==> run_1/floorplan.png <==
Scale bar: 50 microns. Pins as bars on the die edge.
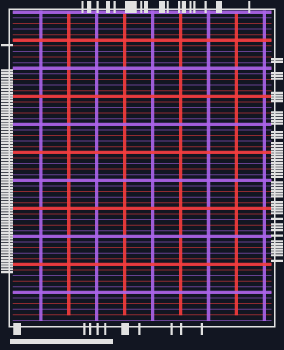
==> run_1/class_map.png <==
Fill, decap, tap and diode cells in grey.
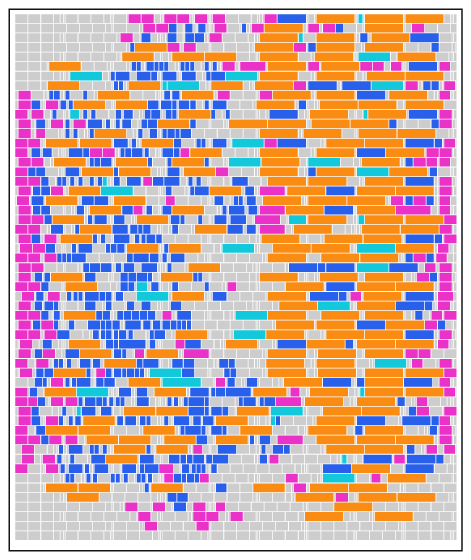
==> run_1/clock_wires.png <==
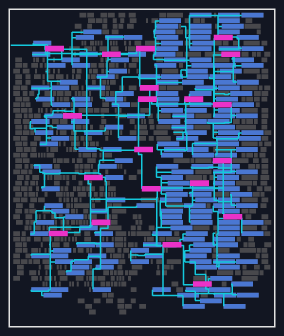
==> run_1/layers.png <==
Scale bar: 50 microns. Only two layers are drawn.
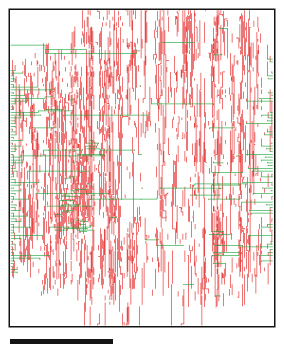
File: src/rtl/instr_prefetch_pkg.sv
// Shared types and constants for the instruction prefetch queue.
package instr_prefetch_pkg;

  typedef enum logic [1:0] {
    IDLE          = 2'd0,
    FETCH         = 2'd1,
    REDIRECT_WAIT = 2'd2
  } pf_state_e;

  localparam int unsigned BYTE_BITS = 8;

  // Address increment per fetched instruction word, in bytes.
  function automatic int unsigned addr_inc(input int unsigned data_width);
    return data_width / BYTE_BITS;
  endfunction

endpackage

File: src/rtl/instr_prefetch_fifo.sv
// Power-of-two circular FIFO holding {instruction word, bus error} entries.
module instr_prefetch_fifo #(
  parameter int unsigned DEPTH = 4,
  parameter int unsigned WIDTH = 33,
  localparam int unsigned CNT_W = $clog2(DEPTH + 1)
) (
  input  logic             clk,
  input  logic             rst,
  input  logic             flush,
  input  logic             push,
  input  logic [WIDTH-1:0] wdata,
  input  logic             pop,
  output logic [WIDTH-1:0] rdata,
  output logic             empty,
  output logic [CNT_W-1:0] count
);

  localparam int unsigned PTR_W = $clog2(DEPTH);

  logic [WIDTH-1:0] mem [DEPTH];
  logic [PTR_W-1:0] wr_ptr;
  logic [PTR_W-1:0] rd_ptr;
  logic             full;
  logic             do_push;
  logic             do_pop;

  always_comb begin
    empty   = (count == '0);
    full    = (count == CNT_W'(DEPTH));
    do_push = push & ~full;
    do_pop  = pop & ~empty;
    rdata   = mem[rd_ptr];
  end

  always_ff @(posedge clk) begin
    if (do_push) mem[wr_ptr] <= wdata;
  end

  always_ff @(posedge clk or posedge rst) begin
    if (rst) begin
      wr_ptr <= '0;
      rd_ptr <= '0;
      count  <= '0;
    end else if (flush) begin
      wr_ptr <= '0;
      rd_ptr <= '0;
      count  <= '0;
    end else begin
      if (do_push) wr_ptr <= wr_ptr + PTR_W'(1);
      if (do_pop)  rd_ptr <= rd_ptr + PTR_W'(1);
      case ({do_push, do_pop})
        2'b10:   count <= count + CNT_W'(1);
        2'b01:   count <= count - CNT_W'(1);
        default: count <= count;
      endcase
    end
  end

endmodule

File: src/rtl/instr_prefetch_queue.sv
// Instruction prefetch queue: credit-limited bus fetcher feeding a FIFO, with branch/hwloop redirect.
// Optional PREFETCH_BYPASS_EN forwards a response straight to the consumer when the FIFO is empty.
module instr_prefetch_queue
  import instr_prefetch_pkg::*;
#(
  parameter int unsigned DEPTH           = 4,
  parameter int unsigned MAX_OUTSTANDING = 2,
  parameter int unsigned ADDR_WIDTH      = 32,
  parameter int unsigned DATA_WIDTH      = 32
) (
  input  logic                  clk,
  input  logic                  rst,
  input  logic                  req_i,
  input  logic                  branch_i,
  input  logic [ADDR_WIDTH-1:0] branch_addr_i,
  input  logic                  hwlp_jump_i,
  input  logic [ADDR_WIDTH-1:0] hwlp_target_i,
  input  logic                  fetch_ready_i,
  output logic                  fetch_valid_o,
  output logic [DATA_WIDTH-1:0] fetch_rdata_o,
  output logic                  fetch_err_o,
  output logic                  instr_req_o,
  output logic [ADDR_WIDTH-1:0] instr_addr_o,
  input  logic                  instr_gnt_i,
  input  logic                  instr_rvalid_i,
  input  logic [DATA_WIDTH-1:0] instr_rdata_i,
  input  logic                  instr_err_i,
  output logic                  busy_o
);

  localparam int unsigned ADDR_INC = addr_inc(DATA_WIDTH);
  localparam int unsigned OUT_W    = $clog2(MAX_OUTSTANDING + 1);
  localparam int unsigned CNT_W    = $clog2(DEPTH + 1);
  localparam logic [ADDR_WIDTH-1:0] ADDR_STEP  = ADDR_WIDTH'(ADDR_INC);
  localparam logic [ADDR_WIDTH-1:0] ALIGN_MASK = ~ADDR_WIDTH'(ADDR_INC - 1);

  pf_state_e             state_q;
  logic [OUT_W-1:0]      outstanding_q;
  logic [OUT_W-1:0]      outstanding_n;
  logic [OUT_W-1:0]      discard_q;
  logic [ADDR_WIDTH-1:0] next_addr_q;
  logic [ADDR_WIDTH-1:0] hold_addr_q;
  logic                  hold_q;

  logic                  redirect;
  logic [ADDR_WIDTH-1:0] redirect_target;
  logic                  issue;
  logic                  granted;
  logic                  stalled;
  logic                  rsp_valid;
  logic                  rsp_keep;
  logic                  bypass;

  logic                  fifo_push;
  logic                  fifo_pop;
  logic                  fifo_empty;
  logic [CNT_W-1:0]      fifo_count;
  logic [DATA_WIDTH:0]   fifo_rdata;
  logic [DATA_WIDTH:0]   head;

  instr_prefetch_fifo #(
    .DEPTH (DEPTH),
    .WIDTH (DATA_WIDTH + 1)
  ) u_fifo (
    .clk   (clk),
    .rst   (rst),
    .flush (redirect),
    .push  (fifo_push),
    .wdata ({instr_rdata_i, instr_err_i}),
    .pop   (fifo_pop),
    .rdata (fifo_rdata),
    .empty (fifo_empty),
    .count (fifo_count)
  );

  always_comb begin
    redirect        = branch_i | hwlp_jump_i;
    redirect_target = (branch_i ? branch_addr_i : hwlp_target_i) & ALIGN_MASK;

    issue = (state_q == FETCH) && req_i
         && ((32'(outstanding_q) + 32'(fifo_count)) < DEPTH)
         && (32'(outstanding_q) < MAX_OUTSTANDING);

    // A request left ungranted is re-presented unchanged regardless of credits or req_i.
    instr_req_o  = hold_q | issue;
    instr_addr_o = (state_q == REDIRECT_WAIT) ? hold_addr_q : next_addr_q;
    granted      = instr_req_o & instr_gnt_i;
    stalled      = instr_req_o & ~instr_gnt_i;

    // Responses with nothing outstanding belong to a transaction abandoned by reset.
    rsp_valid     = instr_rvalid_i & (outstanding_q != '0);
    rsp_keep      = rsp_valid & (discard_q == '0) & ~redirect;
    outstanding_n = outstanding_q + OUT_W'(granted) - OUT_W'(rsp_valid);

    busy_o = (outstanding_q != '0) || (state_q == REDIRECT_WAIT);
  end

`ifdef PREFETCH_BYPASS_EN
  always_comb bypass = rsp_keep & fifo_empty & fetch_ready_i;
`else
  always_comb bypass = 1'b0;
`endif

  always_comb begin
    fifo_push     = rsp_keep & ~bypass;
    fifo_pop      = ~fifo_empty & fetch_ready_i;
    fetch_valid_o = ~fifo_empty | bypass;
    if (bypass)           head = {instr_rdata_i, instr_err_i};
    else if (!fifo_empty) head = fifo_rdata;
    else                  head = '0;
    fetch_rdata_o = head[DATA_WIDTH:1];
    fetch_err_o   = head[0];
  end

  always_ff @(posedge clk or posedge rst) begin
    if (rst) begin
      state_q       <= IDLE;
      outstanding_q <= '0;
      discard_q     <= '0;
      next_addr_q   <= '0;
      hold_addr_q   <= '0;
      hold_q        <= 1'b0;
    end else begin
      outstanding_q <= outstanding_n;
      hold_q        <= stalled;
      if (stalled) hold_addr_q <= instr_addr_o;

      // The stalled old-address request granted in REDIRECT_WAIT joins the discard set.
      if (redirect)
        discard_q <= outstanding_n;
      else
        discard_q <= discard_q
                   - OUT_W'(rsp_valid && (discard_q != '0))
                   + OUT_W'(granted && (state_q == REDIRECT_WAIT));

      if (redirect)
        next_addr_q <= redirect_target;
      else if (granted && (state_q == FETCH))
        next_addr_q <= next_addr_q + ADDR_STEP;

      case (state_q)
        IDLE: begin
          if (req_i) state_q <= FETCH;
        end
        FETCH: begin
          if (redirect && stalled)   state_q <= REDIRECT_WAIT;
          else if (!req_i && !stalled) state_q <= IDLE;
        end
        REDIRECT_WAIT: begin
          if (instr_gnt_i) state_q <= FETCH;
        end
        default: state_q <= IDLE;
      endcase
    end
  end

endmodule

File: config.mk
export PLATFORM = sky130hd
export DESIGN_NAME = instr_prefetch_queue
export DESIGN_NICKNAME = d
export VERILOG_FILES = /design/src/rtl/instr_prefetch_pkg.sv /design/src/rtl/instr_prefetch_fifo.sv /design/src/rtl/instr_prefetch_queue.sv
export SDC_FILE = /design/constraint.sdc
export NUM_CORES = 1
export LEC_CHECK = 0
export CORE_ASPECT_RATIO = 1.2
export CORE_UTILIZATION = 50
export DETAILED_ROUTE_END_ITERATION = 8
export PLACE_DENSITY = 0.82
export REMOVE_ABC_BUFFERS = 1
export SLEW_MARGIN = 5
export SYNTH_ARGS = -nofsm -noshare
export SYNTH_HDL_FRONTEND = slang
export SYNTH_SLANG_ARGS = --single-unit
File: constraint.sdc
create_clock -name clk -period 3 [get_ports clk]
set_input_delay 0.6 -clock clk [delete_from_list [all_inputs] [get_ports clk]]
set_output_delay 0.6 -clock clk [all_outputs]
set_load 0.02 [all_outputs]
==> summary.txt, run 1 <==
Summary of implementation figures.

Floorplanning
The core region is 0.01879 sq mm. From bottom edge to top edge, the die measures 153.4 microns. The number of top-level pins is 173.

The number of cell rows is 55.

Global route
The routing usage on met3 is 3.220%. The met1 global-route usage is 29.20%. The most congested layer reported by global routing is met2.

Entering global routing, the biggest net connects 77 pins. The via count of the first global-routing pass is 6565. Global routing used 22.35% of the available tracks across all layers.

The global route stage reports its total congestion overflow as 0. On met2, the global router reports a usage of 39.26%.

Clocking
The clock latency on the worst-skew pair is 0.48 ns. For reference, the clock transition at the flip-flops on the worst setup and hold paths is 0.06 ns. TritonCTS built the clock tree. The longest clock path from root to sink contains 3 buffers.

The clock root buffer is clkbuf_16.

Worst hold path
The launch point of the worst min-delay path is recorded as hold_addr_q[1]. The classification of the worst-slack hold path is reg -> reg. The worst hold path cell count is 2.

Worst setup path
The minimum setup slack among reg-to-reg paths is 0.51 ns. STA classifies the critical path endpoint as an output pin. Data on the critical path arrives at its endpoint at 2.31 ns. In this design, the largest share of critical-path delay is due to buffers and inverters.

The signal on the critical path passes through buf_16 > mux4_2 > and2_1 > clkdlybuf4s50_1. Measured in cells, the most critical reg-to-reg path has a length of 11. Following the worst setup path forward leads to its endpoint at fetch_rdata_o[4]. Along the critical path, the tally of buffer and inverter instances is 2. The library cell contributing the largest single delay on the critical path is clkdlybuf4s50_1.

The worst setup path is of the reg -> out kind.

Synth
The number of unique standard cell types used by synthesis is 56. The instance count of the mapped netlist is 721. Post-synth the commonest register cell is edfxtp_1. The mux contribution to synthesized area is 12.16%. The post-synthesis register bit count is 208. For reference, XOR and XNOR gates occupy 2.476% of the area reported after synthesis. The fraction of the mapped netlist area in adder cells is 1.520%. The count of library flops with an enable pin is 132. The share of async-settable or async-resettable flops after synthesis is 36.54%. In this run the cell area of the synthesized design comes to 0.009552 sq mm.

Placement
Counting tap cells, the placed design contains a total of 1126 instances. The post-placement worst setup slack is 0.05165 ns. The count of buffers added on input and output ports is 168.

Final timing
The final number of hold-violating endpoints is 0. The final timing report lists a max-slew violation count of 0. The clock skew after layout is 0.01193 ns. The tightest hold margin is 0.4965 ns. In the post-route analysis, the smallest setup slack over all paths is 0.09258 ns. Setup repair after global routing left no endpoint under its margin. Timing would allow up to 343.9 MHz. The slew at the pin with the worst max-slew slack is 0.8555 ns.

Power
In this run, the clock network consumes 33.1% of the power. The reported leakage power is 4.506 nW. Combinational logic is responsible for 18.7% of the overall power. The design draws 7.436 mW. The cell-internal power is 5.520 mW. The share of power burned in registers is 48.2%. The power density over the cells is 603.0 mW/mm^2. The power dissipated by switching net loads is 1.916 mW. Per the power-grid run, VDD falls by no more than 0.3525 mV.

Cells and area
Per the cell usage report, the commonest logic cells after layout are 140 x clkdlybuf4s50_1, 132 x edfxtp_1, 109 x nor2_1. The fraction of the core area covered by cells at the end of the flow is 65.64%. The number of flip-flops under the largest register name is 132. The post-route non-filler standard cell count is 1165. The largest register by flop count is u_fifo.mem. The combinational gate area is 0.003447 sq mm. The area used by sequential logic in the layout is 0.005867 sq mm.

Of the cells placed in the final design, the portion with a size suffix greater than 1 is 15.62%.

Detailed routing
The routed design shows a wire length per standard cell of 18.14 microns. Summed over all layers, the routed wires come to 21130 microns. Per the log, the first TritonRoute iteration ended with a DRC count of 374.

Run status
The run finished with clean final reports.
Back to the opening pictures, floorplan.png:
- red: VDD
- purple: VSS
- signal pins: 173
- met5 straps: 11
- met4 straps: 9

Back to the opening pictures, class_map.png:
- cyan: clock drivers and dummy loads (cells 36)
- blue: remaining logic cells (cells 469)
- magenta: remaining buffers and delay cells (cells 196)
- orange: sequential cells (cells 208)
finished layout cell area: 0.01233 sq mm
flop share of the area: 47.58%

Back to the opening pictures, clock_wires.png:
- blue: flip-flops (count 208)
- magenta: clock-net drivers (count 20)
- cyan: clock wires (length 2140 microns)
- flops lie: widely spread
- routed clock nets: 21

Back to the opening pictures, layers.png:
- green: M3 (wire length 1350 microns)
- red: M2 (wire length 10800 microns)

==> run 1: area by class of cell <==
type | instances | share of cell area, %
repair buffers | 196 | 16.08
well taps | 256 | 2.597
multi-input cells | 453 | 27.95
inverters | 16 | 0.4870
clock inverters | 11 | 0.8421
clock buffers | 25 | 4.464
flip-flops and latches | 208 | 47.58
==> run 1: what timing repair did <==
item / in CTS / in global routing
gates cloned: 1 / 0
setup endpoints to repair: 33 / 17
setup buffers: 1 / 1
pin swaps: 0 / 0
gates resized: 27 / 2
==> run 1: synth_stat cells, types with 5 or more instances <==
master | instances | area [sq um]
buf_2 | 11 | 55.05
a21oi_1 | 22 | 110.1
xnor2_1 | 21 | 183.9
nor4_2 | 5 | 62.56
mux2_2 | 30 | 337.8
nor2_1 | 110 | 412.9
nor2b_1 | 13 | 81.33
a22oi_1 | 5 | 37.54
o21ai_0 | 5 | 25.02
clkbuf_1 | 31 | 116.4
mux2i_1 | 8 | 80.08
nor3_1 | 9 | 45.04
or4_1 | 5 | 37.54
nand3_1 | 16 | 80.08
edfxtp_1 | 132 | 3964
dfrtp_1 | 76 | 1902
xor2_1 | 6 | 52.55
ha_1 | 10 | 125.1
and2_1 | 41 | 256.5
inv_1 | 15 | 56.30
o22ai_1 | 10 | 62.56
nor4_1 | 7 | 43.79
nand4_1 | 7 | 43.79
a211oi_1 | 13 | 97.59
mux4_2 | 33 | 743.2
nand2_1 | 30 | 112.6
==> run 1: power by group through the flow <==
stage | registers, mW | logic (mW) | clock network (mW)
floorplan | 3.58 | 0.845 | 0
global placement | 3.62 | 1.37 | 0
detailed placement | 3.64 | 1.40 | 0
CTS | 3.58 | 1.40 | 2.53
global route | 3.62 | 1.54 | 2.61
finish | 3.58 | 1.39 | 2.46
==> run_1/clock_nets.png <==
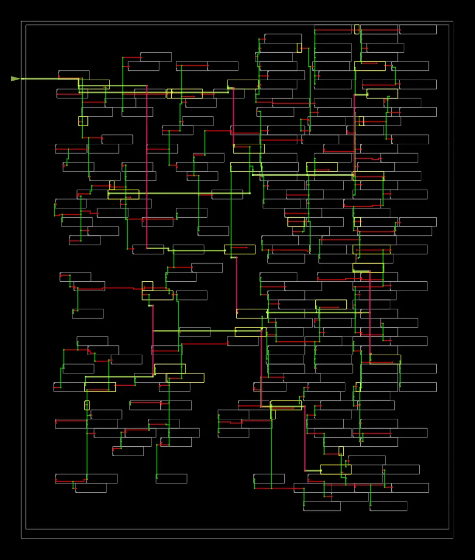

==> run 2, diff against run 1 <==
--- a/config.mk
+++ b/config.mk
@@ -5,10 +5,10 @@
 export SDC_FILE = /design/constraint.sdc
 export NUM_CORES = 1
 export LEC_CHECK = 0
-export CORE_ASPECT_RATIO = 1.2
-export CORE_UTILIZATION = 50
+export CORE_ASPECT_RATIO = 1.4
+export CORE_UTILIZATION = 53
 export DETAILED_ROUTE_END_ITERATION = 8
-export PLACE_DENSITY = 0.82
+export PLACE_DENSITY = 0.86
 export REMOVE_ABC_BUFFERS = 1
 export SLEW_MARGIN = 5
 export SYNTH_ARGS = -nofsm -noshare
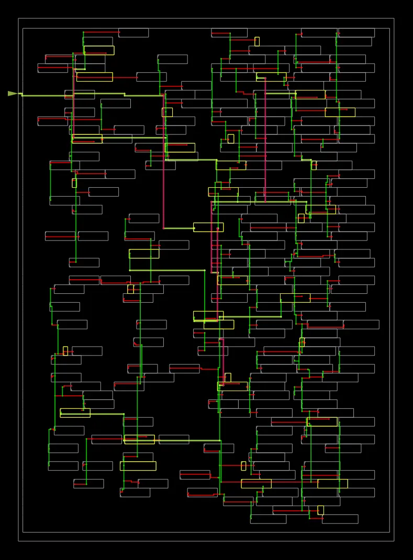
(run_2/clock_nets.png)
TritonCTS Sinks: 208
power of the clock network: 2.45 mW
number of buffers inserted during clock tree synthesis: 20
Final Skew: 0.006558 ns

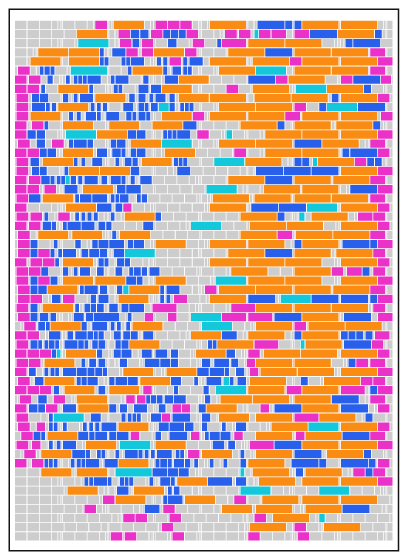
(run_2/class_map.png)
Fill, decap, tap and diode cells in grey.
- blue: remaining logic cells (cells 469)
- magenta: remaining buffers and delay cells (cells 196)
- cyan: clock drivers and dummy loads (cells 35)
- orange: sequential cells (cells 208)

==> summary.txt, run 2 <==
Summary of implementation figures.

Run status
The run finished with clean final reports.

Cells and area
The most common logic cells in the final layout are 137 x clkdlybuf4s50_1, 132 x edfxtp_1, 109 x nor2_1. The area growth from synthesis to layout is 29.74%. The final design area excluding fillers is 0.01239 sq mm.

The fraction of the core area covered by cells at the end of the flow is 70.92%. Ranked by flip-flop count, first place goes to u_fifo.mem. The post-route non-filler standard cell count is 1144. The proportion of layout cells with a drive suffix above 1 is 15.64%. The register with the most flip-flops in the layout has 132 of them.

Summing all flip-flop and latch instances after layout gives 0.005867 sq mm. Leaving out buffers and inverters, the combinational logic in the layout accounts for 0.003446 sq mm.

Detailed routing
The number of vias after detailed routing is 6472. The first routing iteration left 401 violations. The wire length per cell after detailed routing is 18.69 microns. The final layout contains routed wiring with a total length of 21380 microns. Using the TritonRoute via totals, the vias-per-cell ratio works out to 5.657. The detailed-router iteration count before antenna repair is 5.

Global route
The global routing report lists met3 layer usage as 3.396%. For this run, global-route usage on met1 was measured as 27.89%. Global routing consumed, over all layers together, 23.77% of the routing resources. The global router reports that the layer with the highest usage is met2. The residual overflow from global routing is 0. The met2 usage is 44.53%.

The initial antenna violation count is 0. The via count of the first global-routing pass came to 6818. The largest net degree at the start of global routing is 77.

Synth
The post-synth count of flops with an enable pin is 132. Ranked by instance count, the synthesized netlist is headed by 132 x edfxtp_1, 110 x nor2_1, 76 x dfrtp_1. The fraction of synthesized cell area taken by the top area cell type is 41.50%. The post-synthesis register bit count is 208. Yosys mapped the design onto 56 distinct sky130hd cell types. The cell total in the yosys stat output is 721.

In the synthesized netlist the async set-or-reset flop fraction comes to 36.54%. Averaged over all synthesized cells, the footprint is 13.25 sq um. The instance count of the mapped netlist is 721. The main area contributors are edfxtp_1 41%, dfrtp_1 20%, mux4_2 7.8%.

The cell area after synthesis is 0.009552 sq mm. Per the synth stats, the flop cell with the highest instance count is edfxtp_1. The top cell type by total area after synthesis is edfxtp_1. The most common cell in the netlist is edfxtp_1.

Worst hold path
The worst hold path startpoint is hold_addr_q[0]. The classification of the worst-slack hold path is reg -> reg.

Placement
The total instance count after detailed placement is 1107. Before CTS, the worst setup slack after placement is 0.02637 ns. Input and output buffers added on the ports amount to 168. Summing all placed instances gives a cell area of 0.01166 sq mm.

Power
In this run the static leakage power is 4.920 nW. The sum of internal, switching and leakage power is 7.424 mW. Looking at the VDD voltage map, the peak drop is 0.3873 mV. The power density over the cells is 599.1 mW/mm^2.

Final timing
The tightest hold path in the finished design has a slack of 0.4979 ns. Based on the critical path, the design can be clocked at up to 344.3 MHz. The final timing report lists a hold violation count of 0. The final setup violation count is 0. In the final report, the number of pins over their slew limit comes to 0. The remaining max-slew budget at the tightest pin is 52.06%.

Setup repair after global routing left no endpoint under its margin. Across all setup checks in the final design, the least slack found is 0.09572 ns. At the pin with the least slew margin, the transition time is 0.7176 ns.

Clocking
The root buffer cell chosen for the clock tree is clkbuf_16. The clock edge transition at the registers on the reported setup and hold paths is 0.06 ns. The clock passes through at most 3 buffers. The clock latency on the worst-skew pair is 0.48 ns. TritonCTS built the clock tree.

Worst setup path
The kind of launch point of the worst setup path is a flop. The worst setup path is of the reg -> out kind. The top fanout value on the critical path is 4. For the worst setup path, the data arrival time is 2.30 ns.

The kind of capture point of the worst setup path is an output pin.

Floorplanning
The number of top-level pins is 173. In this run the core area contains 57 standard-cell rows. The core outline area is 0.01747 sq mm.

The height of the die is 160.8 microns.
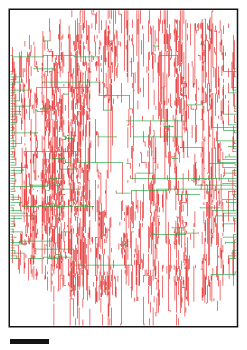
(run_2/layers.png)
Scale bar: 20 microns. Only two layers are drawn.
- red: M2 (wire length 11600 microns)
- green: M3 (wire length 1210 microns)

==> run 2: what timing repair did <==
| item | in CTS | in global routing |
|---|---|---|
| buffers inserted | 2 | 0 |
| endpoints found under the hold margin | 0 | 0 |
| endpoints found under the setup margin | 29 | 31 |
| resized | 1 | 31 |
| hold buffers | 0 | 0 |
==> run 2: final timing paths <==
kind / endpoint / slack [ns] / cells after the start
worst max-delay path: fetch_rdata_o[17] / 0.1 / 4
worst min-delay path: hold_addr_q[0] / 0.50 / 2
worst max register to register: discard_q[1] / 0.48 / 11
worst min register to register: hold_addr_q[0] / 0.50 / 2
max in group asynchronous: u_fifo.rd_ptr[0] / 2.10 / 3
min in group asynchronous: next_addr_q[12] / 0.52 / 3
==> run 2: cell families after synthesis <==
logic type	Yosys count	synth area share (%)
and+or+nand+nor	266	14.38
DFF	208	61.41
AOI/OAI and AO/OA	78	5.476
muxes	71	12.16
buffers and inverters	60	2.580
xor gates and xnor gates	27	2.476
adders and majority gates	11	1.520
==> run 2: metal layers <==
metal  up-vias  part of all wire [%]
met5         -                     0
met4         0                   2.3
met3        40                   5.7
met2       252                    54
met1      3173                    38
li1       3007                     -
==> run 2: critical path: stages (launching register included) <==
cell and delay, ns:
dfrtp_2 0.45, buf_4 0.19, mux4_2 0.49, and2_1 0.17, clkdlybuf4s50_1 0.53
==> run 2: cell type report <==
class	instances	area share (%)
timing repair buffer	196	16.80
clock buffer	23	4.301
tap	236	2.383
multi-input combinational	453	27.81
sequential	208	47.34
clock inverter	12	0.8784
inverter	16	0.4847
==> run 2: power by group <==
group          switching [mW]  internal (mW)
registers               0.219           3.37
logic                   0.707          0.682
clock network            1.01           1.44
total                    1.93           5.49
==> run_2/clock_wires.png <==
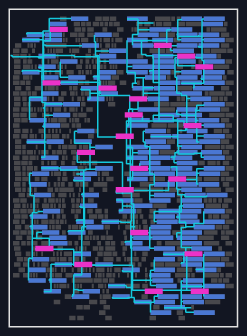

==> run 3, diff against run 2 <==
--- a/config.mk
+++ b/config.mk
@@ -6,8 +6,10 @@
 export NUM_CORES = 1
 export LEC_CHECK = 0
 export CORE_ASPECT_RATIO = 1.4
+export CORE_MARGIN = 2
 export CORE_UTILIZATION = 53
 export DETAILED_ROUTE_END_ITERATION = 8
+export GPL_ROUTABILITY_DRIVEN = 0
 export PLACE_DENSITY = 0.86
 export REMOVE_ABC_BUFFERS = 1
 export SLEW_MARGIN = 5
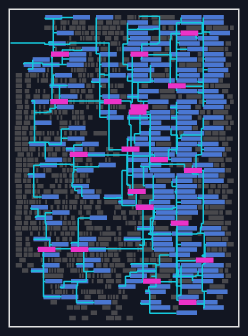
(run_3/clock_wires.png)
- cyan: clock wires (length 2220 microns)
- blue: flip-flops (count 208)
- magenta: clock-net drivers (count 20)
- routed clock nets: 21
- flops lie: widely spread

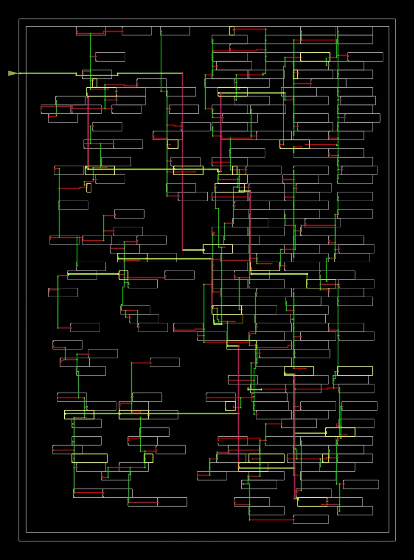
(run_3/clock_nets.png)
final sequential cell count: 208
clock insertion delay at the later pin of the skew report: 0.48 ns
Final Skew: 0.01332 ns
power of the clock network: 2.56 mW

==> summary.txt, run 3 <==
Summary of implementation figures.

Power
The share of power burned in registers is 47.6%. The power report lists cell-internal power as 5.583 mW. The switching power as a share of total power is 25.96%.

Per report_power, the combinational group accounts for 18.4% of the total. In this run the power spent charging and discharging nets is 1.957 mW. Total power normalized to cell area comes to 613.3 mW/mm^2.

Clocking
Looking at the worst setup and hold paths, the clock pins of their registers show a slew of 0.06 ns. In this run, CTS created clock tree buffers numbering 20.

Synth
In the post-synthesis netlist, the cell with the most instances is edfxtp_1. After technology mapping, the gate count stands at 721. The number of unique standard cell types used by synthesis is 56. By count the netlist is led by 132 x edfxtp_1, 110 x nor2_1, 76 x dfrtp_1. The synthesis stat section lists a flop and latch total of 208. The cell area after synthesis is 0.009552 sq mm.

Cells and area
The largest register by flop count is u_fifo.mem. The library cells used most frequently in the layout, excluding fill and tap cells, are 134 x clkdlybuf4s50_1, 132 x edfxtp_1, 109 x nor2_1.

Worst hold path
The classification of the worst-slack hold path is in -> async.

Global route
The global routing usage summed across all routing layers is 23.12%. Global routing finished with a remaining overflow of 0. The routing usage on met3 is 3.326%. The largest net degree at the start of global routing is 47. The via count of the first global-routing pass is 6695.

Final timing
Setup repair after global routing left no endpoint under its margin. The final report lists the setup-violating endpoint count as 0. Setup slack on the critical path of the routed design comes to 0.1123 ns. The slew at the pin with the worst max-slew slack is 0.8553 ns.

The final number of hold-violating endpoints is 0.

Floorplanning
The number of top-level pins is 173. The core outline area is 0.01785 sq mm.

Detailed routing
The final layout contains routed wiring with a total length of 22050 microns. Summed over all nets, wire length on met2 after detailed routing comes to 11830 microns.

Run status
The run finished with clean final reports.

Placement
Summing all placed instances gives a cell area of 0.01165 sq mm.

Worst setup path
The kind of capture point of the worst setup path is an output pin. On the critical path the data arrives at 2.29 ns. The top fanout value on the critical path is 14.
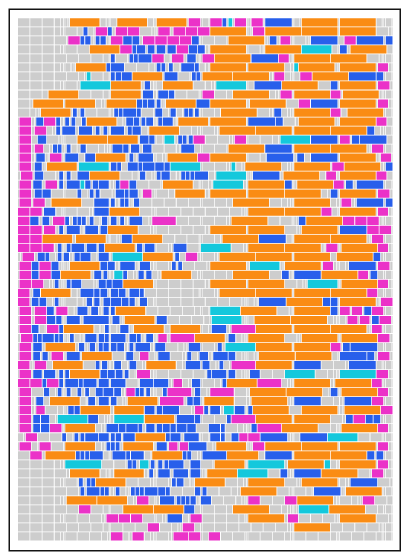
(run_3/class_map.png)
Fill, decap, tap and diode cells in grey.
- magenta: remaining buffers and delay cells (cells 191)
- blue: remaining logic cells (cells 469)
- orange: sequential cells (cells 208)
- cyan: clock drivers and dummy loads (cells 34)

run 3: cells by family (layout without fill, tap and decap cells):
logic type | after synthesis | count (layout) | synth area share (%)
simple gates | 266 | 266 | 14.38
flops | 208 | 208 | 61.41
compound gates | 78 | 78 | 5.476
mux | 71 | 71 | 12.16
buf+inv | 60 | 241 | 2.580
xor+xnor | 27 | 27 | 2.476
fa+ha+maj | 11 | 11 | 1.520
run 3: what timing repair did:
item / in CTS / in global routing
hold endpoints to repair: 0 / 0
gates resized: 34 / 2
hold buffers: 0 / 0
endpoints found under the setup margin: 47 / 15
pin swaps: 0 / 0
run 3: final cells by class:
class / instances / share of cell area (%)
multi-input combinational: 453 / 28.06
clock inverter: 11 / 1.130
sequential: 208 / 47.73
timing repair buffer: 191 / 15.82
inverter: 16 / 0.4886
tap: 240 / 2.443
clock buffer: 23 / 4.336
run 3: final timing paths:
check	to	slack, ns	depth (start not counted)
min in group clk	hold_addr_q[1]	0.50	2
worst max-delay path	instr_addr_o[9]	0.11	4
max in group asynchronous	u_fifo.rd_ptr[0]	1.86	3
worst min register to register	hold_addr_q[1]	0.50	2
worst min-delay path	hold_addr_q[12]	0.49	2
worst max register to register	discard_q[1]	0.45	11
run 3: worst max-delay path: cells and delay by family (launching register included):
kind	cells	cell delay, ns
buffers and inverters	2	0.76
DFF	1	0.46
muxes	1	0.38
and+or+nand+nor	1	0.21
run 3: power groups by stage:
stage               registers [mW]  logic [mW]  clock network [mW]
floorplan                     3.58       0.845                   0
global placement              3.62        1.36                   0
detailed placement            3.64        1.41                   0
CTS                           3.58        1.41                2.61
global route                  3.62        1.54                2.70
finish                        3.59        1.39                2.56
Power figures rest on the tool's default switching activity, not on a simulated workload.
